Run 1, congestion heat map:
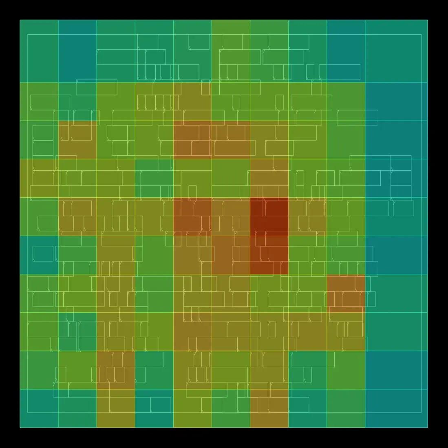
Run 1, register map, names as in the netlist:
Drawn at 4 px/um. Other sequential cells in the stronger grey, the rest of the logic in the fainter grey.
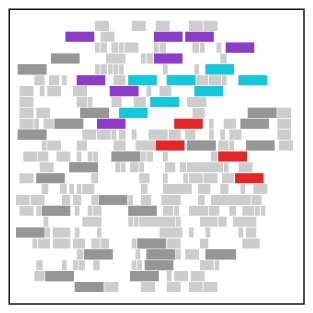
Run 1, metal 2:
Drawn at 4 px/um.
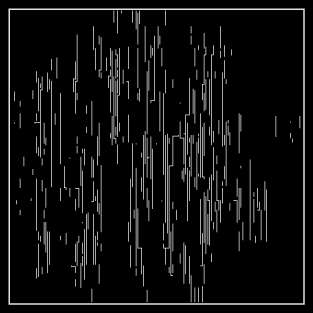
Run 1, cell sizes after repair:
Drawn at 6 px/um.
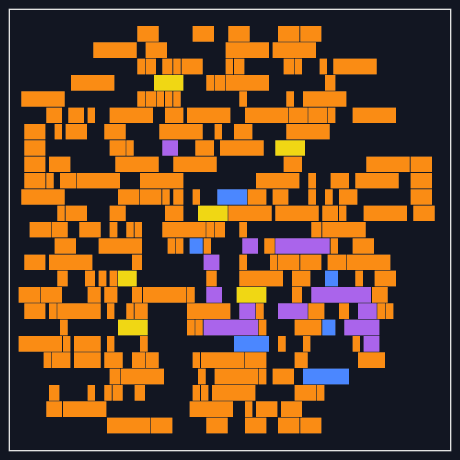
**src/rtl/seq_div.sv**
```systemverilog
// seq_div: sequential restoring divider, 8-bit dividend by 4-bit divisor.
// Produces one quotient bit per clock, MSB first, over a fixed 8-iteration
// window, with a start/done handshake. A zero divisor keeps the same
// latency and reports q=8'hFF, r=0 with dz raised.
module seq_div (
   input  logic       clk,
   input  logic       rst,
   input  logic       start,
   input  logic [7:0] y,
   input  logic [3:0] b,
   output logic [7:0] q,
   output logic [3:0] r,
   output logic       dz,
   output logic       busy,
   output logic       done
);

   typedef enum logic [1:0] {
      IDLE = 2'd0,
      CALC = 2'd1,
      DONE = 2'd2
   } state_t;

   state_t     state;
   logic [7:0] dividend_sr;
   logic [3:0] divisor;
   logic [4:0] pr;
   logic [7:0] quot_sr;
   logic [2:0] iter_cnt;

   logic [4:0] pr_shift;
   logic [4:0] pr_next;
   logic       q_bit;
   logic [7:0] quot_next;

   // One restoring step: bring in the next dividend bit, trial-subtract the divisor.
   always_comb begin
      pr_shift  = {pr[3:0], dividend_sr[7]};
      q_bit     = (pr_shift >= {1'b0, divisor});
      pr_next   = q_bit ? (pr_shift - {1'b0, divisor}) : pr_shift;
      quot_next = {quot_sr[6:0], q_bit};
   end

   // Control FSM, iteration datapath and registered result outputs.
   always_ff @(posedge clk) begin
      if (rst) begin
         state       <= IDLE;
         dividend_sr <= 8'h00;
         divisor     <= 4'h0;
         pr          <= 5'h00;
         quot_sr     <= 8'h00;
         iter_cnt    <= 3'd0;
         q           <= 8'h00;
         r           <= 4'h0;
         dz          <= 1'b0;
         busy        <= 1'b0;
         done        <= 1'b0;
      end else begin
         case (state)
            IDLE: begin
               done <= 1'b0;
               if (start) begin
                  dividend_sr <= y;
                  divisor     <= b;
                  pr          <= 5'h00;
                  quot_sr     <= 8'h00;
                  iter_cnt    <= 3'd7;
                  busy        <= 1'b1;
                  state       <= CALC;
               end
            end
            CALC: begin
               dividend_sr <= {dividend_sr[6:0], 1'b0};
               pr          <= pr_next;
               quot_sr     <= quot_next;
               if (iter_cnt == 3'd0) begin
                  busy  <= 1'b0;
                  done  <= 1'b1;
                  state <= DONE;
                  if (divisor == 4'h0) begin
                     q  <= 8'hFF;
                     r  <= 4'h0;
                     dz <= 1'b1;
                  end else begin
                     q  <= quot_next;
                     r  <= pr_next[3:0];
                     dz <= 1'b0;
                  end
               end else begin
                  iter_cnt <= iter_cnt - 3'd1;
               end
            end
            DONE: begin
               done  <= 1'b0;
               state <= IDLE;
            end
            default: begin
               busy  <= 1'b0;
               done  <= 1'b0;
               state <= IDLE;
            end
         endcase
      end
   end

endmodule

```
**config.mk**
```make
export PLATFORM = sky130hd
export DESIGN_NAME = seq_div
export DESIGN_NICKNAME = d
export VERILOG_FILES = /design/src/rtl/seq_div.sv
export SDC_FILE = /design/constraint.sdc
export NUM_CORES = 1
export LEC_CHECK = 0
export CAP_MARGIN = 20
export CORE_MARGIN = 1
export CORE_UTILIZATION = 35
export CTS_CLUSTER_SIZE = 12
export DETAILED_ROUTE_END_ITERATION = 10
export GPL_TIMING_DRIVEN = 1
export PLACE_DENSITY_LB_ADDON = 0.15
export RECOVER_POWER = 100
export SYNTH_ARGS = -nofsm -noshare
export SYNTH_HDL_FRONTEND = slang
export SYNTH_SLANG_ARGS = --single-unit
```
**constraint.sdc**
```tcl
create_clock -name clk -period 1.9 [get_ports clk]
set_input_delay 0.38 -clock clk [delete_from_list [all_inputs] [get_ports clk]]
set_output_delay 0.38 -clock clk [all_outputs]
set_load 0.02 [all_outputs]
```
==> results.cfg, run 1 <==
; flow metrics
[setup_path]
critPathBufInv = 1
worst_setup_path_start_kind = flop
slowest_delay_ns = 0.37
r2r_start = dividend_sr[7]
crit_fanout = 4
required_ns = 2.10
reg2reg_slack_ns = 0.1
reg2reg_depth = 7
end_kind = flop
critPathSlowestCell = a2111oi_4
path_class = reg -> reg
worstPathArrival_ns = 2.01
crit_chain = inv_1 > ha_4 > nand2b_4 > a2111oi_4 > nor2_2 > mux2i_2 > a22o_1
crit_family = AND-OR/OR-AND gates
r2r-end = r[0]
crit_end = r[0]
startpoint = dividend_sr[7]
cp.depth = 7

[cells_and_area]
nets = 253
logic_area_um2 = 906
postLayoutCoreUtil_pct = 48.3
nFillCells = 501
stdcell_area_um2 = 2320
instances_no_fill = 299
flop_area_um2 = 862
antennaDiodeCount = 0
layout-drive-gt1-share_pct = 10.3
syn_to_final_growth_pct = 30.6

[clock_tree]
cts-buffers-inserted = 5
root_buffer = clkbuf_8
cts.sinks = 43
clockBufferDepth = 2
insertion_delay_ns = 0.30
htreeDepth = 2
clkTransAtPathRegs_ns = 0.09
cts_tree = yes

[power]
p_total_w = 0.00211
powerDensity_nw_per_um2 = 909
power_leakage_nw = 0.984
p_sw_w = 0.000650
p_seq_w = 0.00101
p_clk_w = 0.000613
pwr-share-clk_pct = 29.0
pg_comb_w = 0.000487
power_leader = registers
sequentialPowerShare_pct = 47.9
combPwrFrac_pct = 23.0
p_int_w = 0.00146
irDropWorstVdd_mv = 0.415
p_sw_share_pct = 30.8

[run_status]
status = completed

[sta]
worstMarginPinSlew_ns = 0.753
fin_skew_ns = 0.00737
setup_tns_ns = 0
rsz0062_at_grt = no
fin_ws_ns = 0.0961
fmax_ghz = 0.554
holdWs_ns = 0.468
period_used_pct = 94.9
maxSlewViolCount = 0
finalSetupViolations = 0
fin_crit_ns = 1.80
hold_viol = 0
max_slew_margin_pct = 49.6

[placement]
hpwl_mm = 2.64
io_buffers = 29
post-place-cells = 288
placed_cell_area_um2 = 2190
place_congestion = 0.748
dp_slack_ns = -0.0467

[logic_synthesis]
synthCells = 192
syn_nets = 214
synth_area_leader_cell = dfxtp_1
yosys_warnings = 0
most_common_cell = dfxtp_1
edf_count = 0
ys_seq_share_pct = 48.3
area_leaders = dfxtp_1 48%, nor2_1 8.9%, mux2i_1 7.9%, a22o_1 5.4%, ha_1 4.2%
synthArstFlopShare_pct = 0
yosysChipArea_um2 = 1780
synth_stat.cells = 192
synth_area_per_cell_um2 = 9.27
post-synth-top-area-fraction_pct = 48.3
synthTopCellsByCount = 43 x dfxtp_1, 42 x nor2_1, 14 x mux2i_1, 11 x a22o_1
numSynthFlops = 43
synth_area_um2 = 1780
synthFlopType = dfxtp_1
synth.distinct_cells = 29

[die]
fp.dieW_um = 73.3
fp_util_pct = 37.0
fp-row-count = 25
coreArea_um2 = 4820
ios = 30
design.die.area_um2 = 5380
die.size.y_um = 73.3

[min_path]
hp-class = reg -> reg
hold_path_depth = 2
holdCritStartpoint = r[2]
min_to = r[2]

[grt]
grt_pass1_vias = 1416
grt_use_total_pct = 16.3
grt_max_degree = 21
grt_pass1_wl_mm = 6.54
antenna_found_initial = 0
grt_util_met2_pct = 23.8
grt_overflow = 0

[routing]
drcViolationCount = 0
vias_per_cell = 4.71
detail-route-antenna-nets = 0
wl_met1_mm = 1.92
drtIter0Drc = 70
vias = 1408
routed.top_layer = met4
drt-pass1-iter-count = 4
wl_met3_um = 161
wl_mm = 3.77
met2WireLength_mm = 1.63

[run]
tool_warnings = 27
cap_viol_max_count = 0
Notes on 'congestion heat map' above:
global routing usage on met1: 22.5%
busiest layer in global routing: met2
met3 GRT Util: 4.94%
wire per inst: 12.6 um

Notes on 'register map, names as in the netlist' above:
`q`: marked purple, flops 8. `quot_sr`: marked cyan, flops 7. `pr`: marked red, flops 4.

Notes on 'metal 2' above:
The wires run mostly vertical. The longest straight run is 26.5 um.

Notes on 'cell sizes after repair' above:
_2 cells: marked blue, cells 6, share 2.6%. _6 and larger: marked yellow, cells 6, share 2.6%. _0 and _1 cells: marked orange, cells 208, share 90%. _3 and _4 cells: marked purple, cells 12, share 5.2%.

==> run 1: logic make-up (layout without fill, tap and decap cells) <==
family / Yosys count / after routing / share of synthesized area [%]
compound gates: 40 / 40 / 16.9
xor+xnor: 2 / 2 / 0.984
fa+ha+maj: 7 / 7 / 5.34
buf+inv: 17 / 57 / 3.72
flops: 43 / 43 / 48.3
mux: 14 / 14 / 7.87
simple gates: 69 / 69 / 16.8
==> run 1: cells in the final DEF, fill, tap and decap left out <==
master / n
nor2_1: 43
dfxtp_1: 42
dlygate4sd3_1: 16
mux2i_1: 13
clkdlybuf4s50_1: 13
a22o_1: 11
inv_1: 9
nor3_1: 9
o21ai_0: 7
nand2_1: 7
a211oi_1: 7
clkbuf_1: 7
a21oi_1: 5
clkbuf_8: 5
ha_1: 4
buf_4: 4
nand2b_1: 3
or2_2: 2
xor2_1: 2
o31ai_1: 2
ha_4: 2
clkinvlp_4: 2
o41ai_2: 1
nor2b_1: 1
o22ai_1: 1
nand3_1: 1
a21boi_0: 1
a21o_1: 1
a31oi_1: 1
nand2b_4: 1
or2_4: 1
a2111oi_4: 1
a21oi_4: 1
nor2_2: 1
a221oi_1: 1
mux2i_2: 1
fa_1: 1
inv_6: 1
dfxtp_2: 1
==> run 1: layout make-up <==
class	instances	share of cell area, %
Inverter	9	1.45
Clock inverter	3	1.02
Sequential cell	43	37.1
Timing Repair Buffer	40	14.9
Multi-Input combinational cell	132	39.0
Tap cell	67	3.61
Clock buffer	5	2.96
==> run 1: flip-flops by register name (all words and copies together) (netlist names) <==
register and count:
r 4, busy 1, pr 4, quot_sr 7, done 1, q 8
divisor 4, state 2, dz 1, iter_cnt 3, dividend_sr 8
==> run 1: timing repair <==
action                     CTS  global route
pin swaps                    2             2
setup endpoints to repair    5             6
hold buffers                 0             0
setup buffers                0             2
gates resized                2             6
--- run 2 (diff from run 1) ---
- ABC_AREA: default -> 1
- SETUP_SLACK_MARGIN: default -> 0.5
Run 2, cell sizes after repair:
Drawn at 6 px/um.
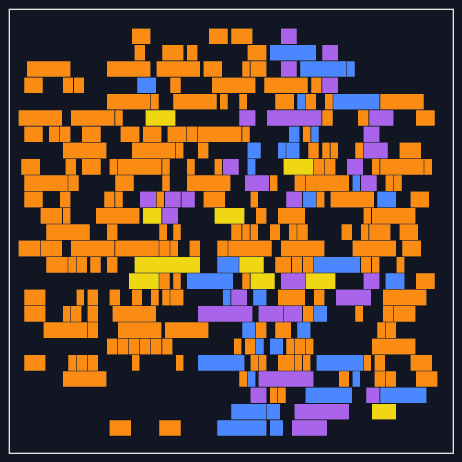
_6 and larger: marked yellow, cells 10, share 3.6%. _0 and _1 cells: marked orange, cells 200, share 72%. _3 and _4 cells: marked purple, cells 30, share 11%. _2 cells: marked blue, cells 36, share 13%.

Run 2, register map, names as in the netlist:
Drawn at 4 px/um. Other sequential cells in the stronger grey, the rest of the logic in the fainter grey.
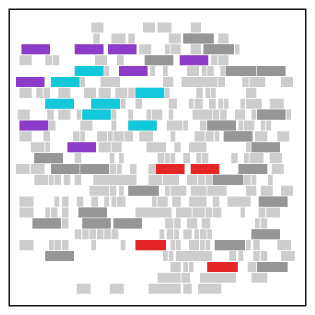
`pr`: marked red, flops 4. `q`: marked purple, flops 8. `quot_sr`: marked cyan, flops 7.
Another 24 sequential cells are not coloured.

==> run 2 against run 1 <==
  * Count of clock-buffer cells in the layout unchanged
  * Critical path depth fell by 4
  * Register-to-register slack better by 0.20 ns
  * Sequential share of layout area decreased by 2.9 points
  * Routed wire length increased by 20%
  * Worst hold slack lost 0.0068 ns
  * Core utilization increased by 4.3 points
  * Critical path type is now in -> reg
  * Critical endpoint is now quot_sr[6]
==> results.cfg, run 2 <==
; flow metrics
[run_status]
status = completed

[logic_synthesis]
post-synth-top-area-fraction_pct = 47.8
syn_nets = 246
synth_area_leader_cell = dfxtp_1
yosys_warnings = 0
synth.distinct_cells = 25
synthFlopType = dfxtp_1
synth_stat.cells = 224
edf_count = 0
numSynthFlops = 43
area_leaders = dfxtp_1 48%, a21oi_1 9.2%, nand2_1 7.9%, o21ai_0 4.4%, inv_1 4.4%
synth_area_um2 = 1800
synthTopCellsByCount = 43 x dfxtp_1, 38 x nand2_1, 33 x a21oi_1, 21 x inv_1, 16 x o21ai_0
synth_area_per_cell_um2 = 8.04
most_common_cell = dfxtp_1
ys_seq_share_pct = 47.8
synthCells = 224
yosysChipArea_um2 = 1800
synthArstFlopShare_pct = 0

[routing]
wl_per_cell_um = 13.2
routed.top_layer = met4
drcViolationCount = 0
wl_mm = 4.53
drt-pass1-iter-count = 4
vias_per_cell = 4.90
detail-route-antenna-nets = 0
met2WireLength_mm = 2.09
wl_met1_mm = 2.14
wl_met3_um = 233
drtIter0Drc = 65
vias = 1680

[sta]
fin_skew_ns = 0.00830
finalSetupViolations = 0
worstMarginPinSlew_ns = 0.732
period_used_pct = 84.5
rsz0062_at_grt = yes
setup_tns_ns = 0
max_slew_margin_pct = 51.2
fin_crit_ns = 1.61
fmax_ghz = 0.623
maxSlewViolCount = 0
hold_viol = 0

[cells_and_area]
antennaDiodeCount = 0
flop_area_um2 = 872
syn_to_final_growth_pct = 41.5
logic_area_um2 = 923
nFillCells = 472
top_regs = dividend_sr: 8 flops, q: 8 flops, quot_sr: 7 flops
nets = 297
stdcell_area_um2 = 2550
layout-drive-gt1-share_pct = 27.5
layout_top_cells = 34 x dfxtp_1, 29 x a21oi_1, 28 x nand2_1
mostFrequentLayoutCell = dfxtp_1

[min_path]
hp-class = reg -> reg
hold_path_depth = 2

[power]
power_leakage_nw = 1.09
p_total_w = 0.00254
irDropWorstVdd_mv = 0.426
powerDensity_nw_per_um2 = 994

[setup_path]
end_kind = flop
r2r_start = divisor[2]
reg2reg_depth = 11
worstPathArrival_ns = 1.77
crit_end = quot_sr[6]
startpoint = rst
reg2reg_slack_ns = 0.30
r2r-end = r[0]
crit_fanout = 14
required_ns = 2.06
path_class = in -> reg
worst_setup_path_start_kind = primary input

[grt]
grt_use_met3_pct = 3.70
grt_pass1_wl_mm = 7.12
grt_pass1_vias = 1555
grt_overflow = 0
grt_util_met2_pct = 27.0
antenna_found_initial = 0
grt_max_degree = 16
grtUsageMet1_pct = 23.6
grt.busiest_layer = met2
grt_use_total_pct = 17.3

[die]
coreArea_um2 = 4850
fp_util_pct = 37.2
fp.dieW_um = 73.8
fp-row-count = 25
ios = 30
design.die.area_um2 = 5440
die.size.y_um = 73.8

[placement]
hpwl_mm = 2.92
placed_cell_area_um2 = 2230
io_buffers = 29
place_congestion = 0.803

[clock_tree]
clkTransAtPathRegs_ns = 0.09
root_buffer = clkbuf_8
cts-buffers-inserted = 5
insertion_delay_ns = 0.30
postCtsHoldBufs = 0
clockBufferDepth = 2
htreeDepth = 2
cts_tree = yes
cts.sinks = 43

[run]
tool_warnings = 29
cap_viol_max_count = 0
-- run 2: worst min path at each step --
stage | startpoint | endpoint | slack, ns
detailed placement | r[2] | r[2] | 0.45
global placement | r[1] | r[1] | 0.45
finish | r[3] | r[3] | 0.46
CTS | r[2] | r[2] | 0.46
global route | r[3] | r[3] | 0.48
floorplan | quot_sr[6] | q[7] | 0.43
-- run 2: worst max-delay path, cell delays in order --
cell and delay (ns):
dlygate4sd3_1 0.62, clkbuf_1 0.59, o32ai_1 0.17
-- run 2: logic make-up after synthesis --
logic type               count (synthesis)  share of synthesized area, %
AND-OR/OR-AND                           64                          20.3
adder cells (fa/ha/maj)                  7                          5.28
AND/OR/NAND/NOR                         73                          17.9
flip-flops                              43                          47.8
XOR/XNOR                                 1                         0.486
buffers and inverters                   36                          8.19
-- run 2: stage by stage --
stage                     util [%]  std cells  worst slack (ns)  hold WS, ns
after floorplan                  -        224             0.514        0.434
after global placement        45.9        321             0.238        0.452
after detailed placement      45.9        321             0.216        0.454
after CTS                     49.2        333             0.410        0.465
after global routing          52.6        343             0.182        0.479
final                         52.6        343             0.295        0.462
-- run 2: repair_timing --
item,in CTS,in global routing
gates cloned,0,1
setup buffers,4,9
pin swaps,6,5
setup endpoints to repair,26,35
resized,27,40
-- run 2: final cells by class --
type                       count  area share (%)
clock buffer                   5            2.70
sequential                    43            34.2
multi-input combinational    145            36.2
inverter                      29            4.66
tap                           67            3.29
clock inverter                 3            1.72
timing repair buffer          51            17.2
-- run 2: power breakdown --
group	switching (W)	total, W	internal [W]
clock	0.000332	0.000724	0.000392
sequential	0.0000531	0.00104	0.000990
combinational	0.000447	0.000769	0.000322
--- run 3 (diff from run 2) ---
- clock period: 1.9 -> 1.5 ns (I/O delays scaled with it)
Run 3, register map, names as in the netlist:
Drawn at 4 px/um. Other sequential cells in the stronger grey, the rest of the logic in the fainter grey.
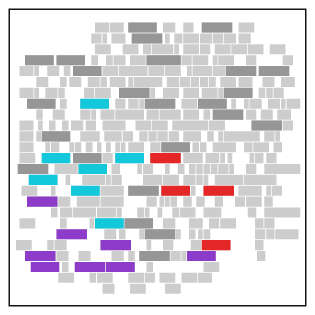
`quot_sr`: marked cyan, flops 7, where middle left. `q`: marked purple, flops 8. `pr`: marked red, flops 4.
Another 24 sequential cells are not coloured.

Run 3, cell sizes after repair:
Drawn at 6 px/um.
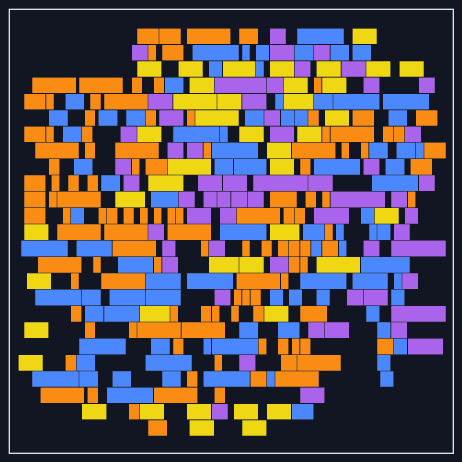
_2 cells: marked blue, cells 86, share 28%. _3 and _4 cells: marked purple, cells 58, share 19%. _0 and _1 cells: marked orange, cells 118, share 39%. _6 and larger: marked yellow, cells 42, share 14%.

==> run 3 against run 2 <==
  * Synthesized cell count unchanged
  * Count of clock-buffer cells in the layout unchanged
  * Clock power about the same
  * Clock skew about the same
  * Sequential power increased by 29%
  * Critical endpoint is now r[1]
==> results.cfg, run 3 <==
; flow metrics
[min_path]
hp-class = reg -> reg

[placement]
io_buffers = 29
placed_cell_area_um2 = 2450
post-place-cells = 334
place_congestion = 0.757
hpwl_mm = 3.03
dp_slack_ns = -0.155

[clock_tree]
insertion_delay_ns = 0.30
htreeDepth = 2
root_buffer = clkbuf_8
cts_tree = yes
clockBufferDepth = 2
cts.sinks = 43
cts-buffers-inserted = 5
clkTransAtPathRegs_ns = 0.08
postCtsHoldBufs = 0

[grt]
grt_max_degree = 20
grt_use_total_pct = 19.2
grt_pass1_wl_mm = 7.94
grt.busiest_layer = met2
grt_use_met3_pct = 3.29
antenna_found_initial = 0
grtUsageMet1_pct = 24.4
grt_pass1_vias = 1742
grt_util_met2_pct = 32.2
grt_overflow = 0

[cells_and_area]
syn_to_final_growth_pct = 75.2
instances_no_fill = 371
stdcell_area_um2 = 3160
antennaDiodeCount = 0
top_regs = dividend_sr: 8 flops, q: 8 flops, quot_sr: 7 flops
postLayoutCoreUtil_pct = 65.1
layout-drive-gt1-share_pct = 61.2
nets = 326
layout_top_cells = 32 x buf_4, 29 x buf_6, 23 x dfxtp_1
mostFrequentLayoutCell = buf_4

[sta]
fmax_ghz = 0.676
maxSlewViolCount = 0
setup_tns_ns = 0
period_used_pct = 98.6
worstMarginPinSlew_ns = 0.217
max_slew_margin_pct = 85.4
hold_viol = 0
holdWs_ns = 0.479
fin_skew_ns = 0.00828
fin_crit_ns = 1.48
rsz0062_at_grt = yes
finalSetupViolations = 0
fin_ws_ns = 0.0213

[die]
fp-row-count = 25
fp.dieW_um = 73.8
fp_util_pct = 37.2
design.die.area_um2 = 5440
die.size.y_um = 73.8
ios = 30
coreArea_um2 = 4850

[setup_path]
worstPathArrival_ns = 1.70
required_ns = 1.72
path_class = reg -> reg
critPathSlowestCell = fa_2
cp_common_cell = inv_2
crit_fanout = 2
worst_setup_path_start_kind = flop
crit_chain = inv_4 > ha_4 > inv_2 > fa_2 > inv_2 > nand2_2 > nand3_2 > a21oi_1
end_kind = flop
critPathBufInv = 3
slowest_delay_ns = 0.53
crit_family = adder cells

[routing]
wl_met1_mm = 2.24
vias_per_cell = 4.82
drcViolationCount = 0
wl_met3_um = 151
met2WireLength_mm = 2.53
routed.top_layer = met4
wl_mm = 5.01
vias = 1788
detail-route-antenna-nets = 0
wl_per_cell_um = 13.5
drtIter0Drc = 83
drt-pass1-iter-count = 4

[run]
cap_viol_max_count = 0
tool_warnings = 30

[logic_synthesis]
synth_area_leader_cell = dfxtp_1
synth_area_per_cell_um2 = 8.04
synth_area_um2 = 1800
edf_count = 0
ys_seq_share_pct = 47.8
yosysChipArea_um2 = 1800
synth.distinct_cells = 25
synthTopCellsByCount = 43 x dfxtp_1, 38 x nand2_1, 33 x a21oi_1, 21 x inv_1, 16 x o21ai_0
yosys_warnings = 0
post-synth-top-area-fraction_pct = 47.8
synthArstFlopShare_pct = 0
synth_stat.cells = 224
synthFlopType = dfxtp_1
area_leaders = dfxtp_1 48%, a21oi_1 9.2%, nand2_1 7.9%, o21ai_0 4.4%, inv_1 4.4%
syn_nets = 246
most_common_cell = dfxtp_1
numSynthFlops = 43

[power]
pwr-share-clk_pct = 20.6
combPwrFrac_pct = 41.3
powerDensity_nw_per_um2 = 1110
p_sw_share_pct = 35.3
p_int_w = 0.00227
irDropWorstVdd_mv = 0.673
p_sw_w = 0.00124
p_total_w = 0.00352
power_leakage_nw = 1.30
sequentialPowerShare_pct = 38.1

[run_status]
status = completed
-- run 3: cell types whose count changed in the layout (fill, tap and decap cells not counted), sizes merged --
| cell | delta |
|---|---|
| dlygate4sd3 | -1 |
| clkinvlp | +1 |
| buf | +46 |
| clkdlybuf4s50 | -1 |
| clkdlybuf4s25 | -2 |
| bufinv | -1 |
| dlygate4sd2 | -11 |
| clkbuf | -3 |
-- run 3: kinds of logic (layout without fill, tap and decap cells) --
family / Yosys count / in the layout / share of synthesized area (%)
adders and majority gates: 7 / 7 / 5.28
DFF: 43 / 43 / 47.8
AOI/OAI and AO/OA: 64 / 64 / 20.3
buffers and inverters: 36 / 116 / 8.19
and+or+nand+nor: 73 / 73 / 17.9
xor gates and xnor gates: 1 / 1 / 0.486
-- run 3: cell type report --
| cell class | instances | area, um^2 |
|---|---|---|
| fillers | 410 | 1690 |
| repair inverters | 1 | 7.51 |
| clock inverters | 2 | 13.8 |
| clock buffers | 5 | 68.8 |
| repair buffers | 79 | 779 |
| well taps | 67 | 83.8 |
| multi-input cells | 145 | 1170 |
| flip-flops and latches | 43 | 888 |
| inverters | 29 | 146 |
-- run 3: worst paths after layout --
kind,from,endpoint,slack [ns],cells after the start
max,dividend_sr[7],r[1],0.02,8
min,r[2],r[2],0.48,2
max reg2reg,dividend_sr[7],r[1],0.02,8
min reg2reg,r[2],r[2],0.48,2
-- run 3: power groups by stage --
stage	Sequential, W	Clock [W]	Combinational [W]
after detailed placement	0.00134	0	0.000913
after CTS	0.00133	0.000733	0.00120
after floorplan	0.00137	0	0.000562
after global routing	0.00135	0.000781	0.00158
after global placement	0.00134	0	0.000906
final	0.00134	0.000725	0.00145
-- run 3: timing repair --
item,4_1_cts,5_1_grt
gates resized,148,55
pin swaps,28,33
setup buffers,22,7
setup endpoints to repair,57,57
gates cloned,1,0
No activity file was given, so power comes from the tool's default toggle rates.
